Gate-type map:
(3 px per micron)
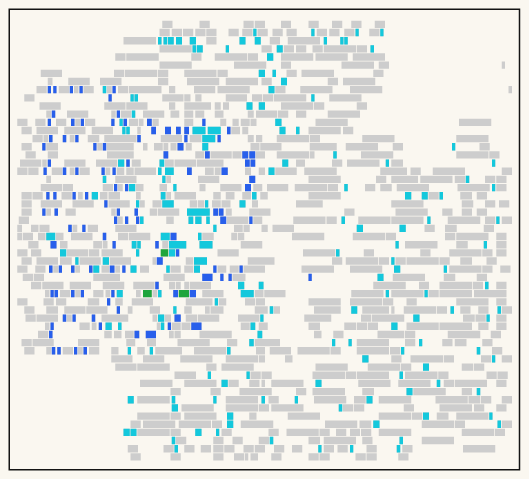
Met4 routing:
(3 px per micron) Supply wires on this layer in grey.
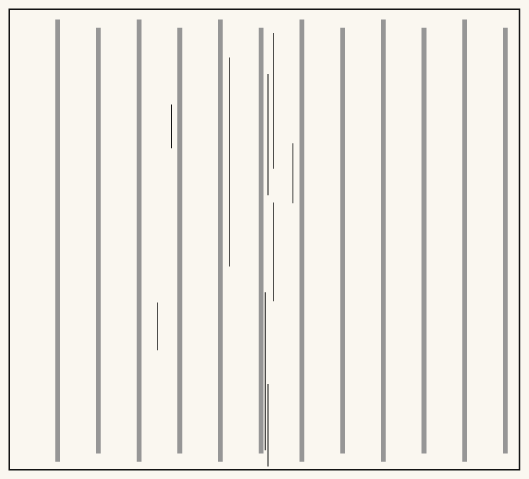
Wire density map:
(2 px per micron) 34 x 31 tiles, from white (low) to dark blue (high), scaled to the fullest tile. Values are wire area over tile area, all layers added.
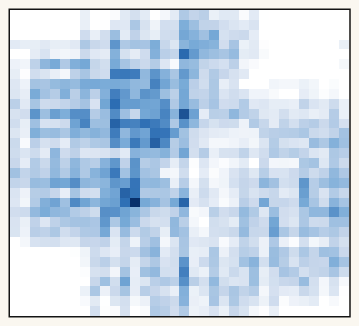
Close-up of the layout:
Window x 70 to 100, y 31 to 61 microns. Cells in grey, sequential cells in the stronger grey; small squares are vias.
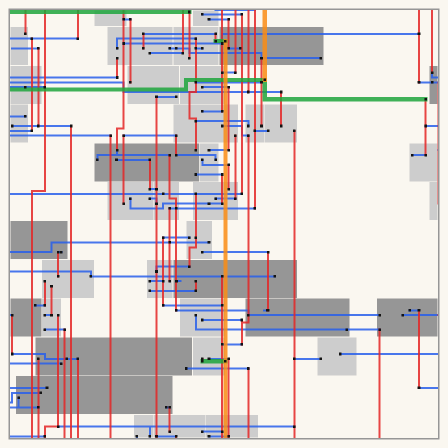
Routing congestion map:
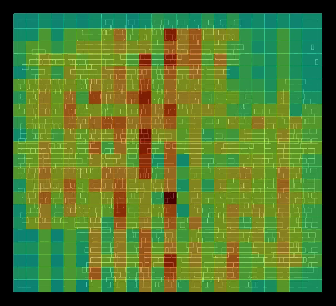
==> src/rtl/fetch_prefetch_unit.sv <==
// Instruction fetch stage: drives opcode fetches on the memory bus and feeds
// decode from a small prefetch FIFO with redirect, stall and abort handling.
module fetch_prefetch_unit #(
    parameter int          QDEPTH       = 2,
    parameter logic [31:0] RESET_VECTOR = 32'h0000_0000
) (
    input  logic        mclk,
    input  logic        reset,
    input  logic        nWAIT,
    input  logic        tbit,
    input  logic        branchValid,
    input  logic [31:0] branchTarget,
    input  logic [31:0] D,
    input  logic        abort,
    input  logic        decodeReady,
    output logic [31:0] A,
    output logic        nMREQ,
    output logic        seq,
    output logic [1:0]  mas,
    output logic        nOPC,
    output logic        instrValid,
    output logic [31:0] instrData,
    output logic [31:0] instrPC,
    output logic        instrAbort
);

    localparam int PW = (QDEPTH > 1) ? $clog2(QDEPTH) : 1;
    localparam logic [PW:0] QFULL = (PW + 1)'(QDEPTH);

    logic [31:0]       a_r;
    logic              seq_r;
    logic              pend_valid_r;
    logic [31:0]       pend_target_r;
    logic [31:0]       q_data_r [QDEPTH];
    logic [31:0]       q_pc_r   [QDEPTH];
    logic [QDEPTH-1:0] q_abort_r;
    logic [PW-1:0]     wr_ptr_r;
    logic [PW-1:0]     rd_ptr_r;
    logic [PW:0]       count_r;

    logic        empty_s;
    logic        full_s;
    logic        pop_s;
    logic        req_s;
    logic        fetch_done_s;
    logic        redirect_now_s;
    logic        push_s;
    logic        flush_s;
    logic [31:0] step_s;
    logic [31:0] fetch_data_s;
    logic [31:0] branch_aligned_s;
    logic [31:0] redirect_target_s;

    // Handshake, request and redirect decisions for the current cycle
    always_comb begin
        empty_s        = (count_r == '0);
        full_s         = (count_r == QFULL);
        pop_s          = !reset && !empty_s && decodeReady;
        req_s          = !reset && (!full_s || pop_s);
        fetch_done_s   = req_s && nWAIT;
        // A pending redirect is applied at the first edge the bus is not stalled
        redirect_now_s = !reset && nWAIT && (branchValid || pend_valid_r);
        push_s         = fetch_done_s && !redirect_now_s;
        flush_s        = branchValid || redirect_now_s;
        step_s         = tbit ? 32'd2 : 32'd4;
        if (tbit) begin
            branch_aligned_s = {branchTarget[31:1], 1'b0};
        end else begin
            branch_aligned_s = {branchTarget[31:2], 2'b00};
        end
        if (branchValid) begin
            redirect_target_s = branch_aligned_s;
        end else begin
            redirect_target_s = pend_target_r;
        end
    end

    // Thumb fetches pick the addressed halfword and zero-extend it
    always_comb begin
        fetch_data_s = D;
        if (!tbit) begin
            fetch_data_s = D;
        end else if (a_r[1]) begin
            fetch_data_s = {16'h0000, D[31:16]};
        end else begin
            fetch_data_s = {16'h0000, D[15:0]};
        end
    end

    // Fetch address and sequential flag; both freeze during a wait state
    always_ff @(posedge mclk) begin
        if (reset) begin
            a_r   <= RESET_VECTOR;
            seq_r <= 1'b0;
        end else if (redirect_now_s) begin
            a_r   <= redirect_target_s;
            seq_r <= 1'b0;
        end else if (fetch_done_s) begin
            a_r   <= a_r + step_s;
            seq_r <= 1'b1;
        end else if (req_s) begin
            a_r   <= a_r;
            seq_r <= seq_r;
        end else begin
            a_r   <= a_r;
            seq_r <= 1'b0;
        end
    end

    // Redirect that arrived while the bus was stalled
    always_ff @(posedge mclk) begin
        if (reset) begin
            pend_valid_r  <= 1'b0;
            pend_target_r <= 32'h0000_0000;
        end else if (branchValid && !nWAIT) begin
            pend_valid_r  <= 1'b1;
            pend_target_r <= branch_aligned_s;
        end else if (redirect_now_s) begin
            pend_valid_r  <= 1'b0;
            pend_target_r <= pend_target_r;
        end else begin
            pend_valid_r  <= pend_valid_r;
            pend_target_r <= pend_target_r;
        end
    end

    // Queue pointers and occupancy
    always_ff @(posedge mclk) begin
        if (reset || flush_s) begin
            wr_ptr_r <= '0;
            rd_ptr_r <= '0;
            count_r  <= '0;
        end else begin
            if (push_s) begin
                wr_ptr_r <= wr_ptr_r + PW'(1);
            end else begin
                wr_ptr_r <= wr_ptr_r;
            end
            if (pop_s) begin
                rd_ptr_r <= rd_ptr_r + PW'(1);
            end else begin
                rd_ptr_r <= rd_ptr_r;
            end
            case ({push_s, pop_s})
                2'b10:   count_r <= count_r + (PW + 1)'(1);
                2'b01:   count_r <= count_r - (PW + 1)'(1);
                default: count_r <= count_r;
            endcase
        end
    end

    // Queue storage; stale contents are masked by the occupancy count
    always_ff @(posedge mclk) begin
        if (push_s) begin
            q_data_r[wr_ptr_r]  <= fetch_data_s;
            q_pc_r[wr_ptr_r]    <= a_r;
            q_abort_r[wr_ptr_r] <= abort;
        end else begin
            q_abort_r <= q_abort_r;
        end
    end

    // Bus and decode-side outputs
    always_comb begin
        nMREQ = !req_s;
        nOPC  = !req_s;
        mas   = tbit ? 2'b01 : 2'b10;
        if (reset) begin
            A   = RESET_VECTOR;
            seq = 1'b0;
        end else begin
            A   = a_r;
            seq = seq_r;
        end
        instrValid = !reset && !empty_s;
        if (instrValid) begin
            instrData  = q_data_r[rd_ptr_r];
            instrPC    = q_pc_r[rd_ptr_r];
            instrAbort = q_abort_r[rd_ptr_r];
        end else begin
            instrData  = 32'h0000_0000;
            instrPC    = 32'h0000_0000;
            instrAbort = 1'b0;
        end
    end

endmodule

==> config.mk <==
export PLATFORM = sky130hd
export DESIGN_NAME = fetch_prefetch_unit
export DESIGN_NICKNAME = d
export VERILOG_FILES = /design/src/rtl/fetch_prefetch_unit.sv
export SDC_FILE = /design/constraint.sdc
export NUM_CORES = 1
export LEC_CHECK = 0
export CORE_ASPECT_RATIO = 0.9
export CORE_MARGIN = 2
export CORE_UTILIZATION = 36
export CTS_CLUSTER_SIZE = 8
export DETAILED_ROUTE_END_ITERATION = 7
export SYNTH_ARGS = -nofsm -noshare
export SYNTH_HDL_FRONTEND = slang
export SYNTH_SLANG_ARGS = --single-unit
==> constraint.sdc <==
create_clock -name mclk -period 11.7 [get_ports mclk]
set_clock_uncertainty 0.1 [all_clocks]
set_input_delay 2.34 -clock mclk [delete_from_list [all_inputs] [get_ports mclk]]
set_output_delay 2.34 -clock mclk [all_outputs]
set_load 0.02 [all_outputs]
==> summary.txt <==
Results of the implementation run.

The synthesis stats list as the most numerous cell sky130_fd_sc_hd__edfxtp_1. The synthesized netlist occupies a cell area of 0.00888 sq mm. The number of antenna violations at the first check in global routing was 0. The synthesis run shows the most used standard cells to be 128 x sky130_fd_sc_hd__edfxtp_1, 95 x sky130_fd_sc_hd__nor2_1, 83 x sky130_fd_sc_hd__mux2i_1. The number of cells traversed by the worst register-to-register path is 5.

The share of post-route cells with drive strength above 1 came out at 0.0880. After the first detailed-routing iteration, the DRC count stood at around 420. The count of nets left with antenna violations after detail routing is 0. Buffers inserted to repair hold after CTS numbered 0. The die width came out at 170 microns.

The run finished with clean final reports. Setup repair after global routing left no endpoint under its margin. The number of distinct library cells after synthesis came out at 49. After synthesis, the chip area reported by Yosys is just under 0.009 sq mm. The total length of routed met2 wires is 9970 microns. In the post-synthesis netlist, the biggest area contributors are sky130_fd_sc_hd__edfxtp_1 43%, sky130_fd_sc_hd__dfxtp_1 16%, sky130_fd_sc_hd__mux2i_1 9.4%. The layout filler cell count came out at 2250. The actual transition at the worst max-transition pin is 973 ps.

Across all setup checks in the final design, the least slack found is between 4000 and 5000 ps. The first TritonRoute pass finished after 5 iterations. The core area is 0.0243 sq mm.

The area share of the largest cell type after synthesis came out at 0.433. The worst-case headroom to the max-slew limit came out at 0.351. Of all nets on the critical path, the largest fanout is 51. The final net count is 1005. The peak clock frequency supported by timing came out at ~0.14 GHz.

The cell-mix breakdown from Yosys lists the simple-gate area share as 0.169. The H-tree depth reported by CTS came out at 4. The leakage power in the latest report is around 3.7 nW.

The worst path in the final design needs a cycle of 7080 ps, including I/O delays and setup. The biggest area contributor in the post-synthesis netlist is sky130_fd_sc_hd__edfxtp_1. For this run, the script counts the antenna cells in the layout as 0. The arrival time reported for the critical path endpoint is 4640 ps. The setup slack of the most critical reg-to-reg path came out at around 8500 ps. The floorplan die height came out at around 150 microns. The deepest clock path buffer count is 2. According to the timing report, the data required time at the worst endpoint equals just over 9000 ps. The instance tally after logic synthesis is a little under 800. Row generation in the floorplan step produced 54 rows. The largest voltage drop on the vdd net is 0.0809 mV.

The DRC violation count after routing came out at 0. The number of warning messages in the logs came out at 27. A synthesized cell averages 11.4 sq um. The via density per instance is 5.10.

STA classifies the critical path endpoint as a primary output.
## Picture notes: 'gate-type map'
colour	family	cells
cyan	NOR gates	172
blue	NAND gates	111
green	AND-OR and OR-AND gates	3
fraction of area in multi-input gates: 0.301
leading cell type in the layout, fill and taps excluded: sky130_fd_sc_hd__clkdlybuf4s50_1

## Picture notes: 'met4 routing'
wire length on this layer	316 microns
main direction	vertical
Via Count: 6380
detailed-route wire length: 22100 microns

## Picture notes: 'wire density map'
emptiest ninth of the die	upper right
fullest tile	0.56
nearly empty tiles	16%
average routed wire per standard cell: 17.6 microns
Overall Global Routing Usage: 0.170

## Picture notes: 'close-up of the layout'
colour	layer
red	metal 2
orange	metal 4
blue	metal 1
green	metal 3
cells with their middle in the window	28
sequential cells in the window	6
netlist names of flops here include	`count_r` (2), `q_pc_r` (2)
most frequent	nor2_1 (4)

## Picture notes: 'routing congestion map'
utilization after layout: 0.471
global routing usage on met3: 0.0378
met2 routing resource usage after global routing: 0.256

-- state kept, by name, indices dropped and copies added (netlist names), named ones only --
name	cells
wr_ptr_r	1
a_r	31
pend_target_r	31
q_pc_r	62
pend_valid_r	1
rd_ptr_r	1
seq_r	1
q_data_r	64
q_abort_r	2
count_r	2
-- per-stage QoR --
stage | total power [mW] | cell area (sq um) | cells
finish | 1.47 | 11400 | 1251
global route | 1.53 | 11400 | 1251
CTS | 1.49 | 11400 | 1251
detailed placement | 0.904 | 10800 | 1219
global placement | 0.903 | 10800 | 1219
floorplan | 0.848 | 8890 | 783
-- critical path, delay by kind of cell --
| family | cells | cell delay (ps) |
|---|---|---|
| buffers and inverters | 4 | 1620 |
| AND/OR/NAND/NOR | 2 | 610 |
-- where the power goes --
group	internal (mW)	switching, mW	total (mW)
sequential	0.757	0.0132	0.770
combinational	0.0552	0.0629	0.118
clock	0.305	0.281	0.586
-- layout make-up --
class / instances / area share
Inverter: 5 / 0.00164
Timing Repair Buffer: 181 / 0.155
Tap cell: 308 / 0.0337
Clock inverter: 15 / 0.0137
Clock buffer: 17 / 0.0372
Sequential cell: 197 / 0.458
Multi-Input combinational cell: 528 / 0.301
-- how the worst min path moves through the flow --
stage	end	slack, ps	depth (start not counted)
6_report	pend_target_r[16]	350	2
4_1_cts	pend_target_r[1]	350	2
5_1_grt	pend_target_r[23]	370	2
2_1_floorplan	pend_target_r[11]	330	2
3_3_place_gp	pend_target_r[1]	340	2
3_5_place_dp	pend_target_r[16]	340	2
-- cells by family after synthesis --
group                      after synthesis
AOI/OAI and AO/OA                       93
muxes                                  103
adders and majority gates                4
DFF                                    197
buffers and inverters                   58
other                                    1
xor gates and xnor gates                26
and+or+nand+nor                        300
Power is estimated from default activity; no workload was simulated.
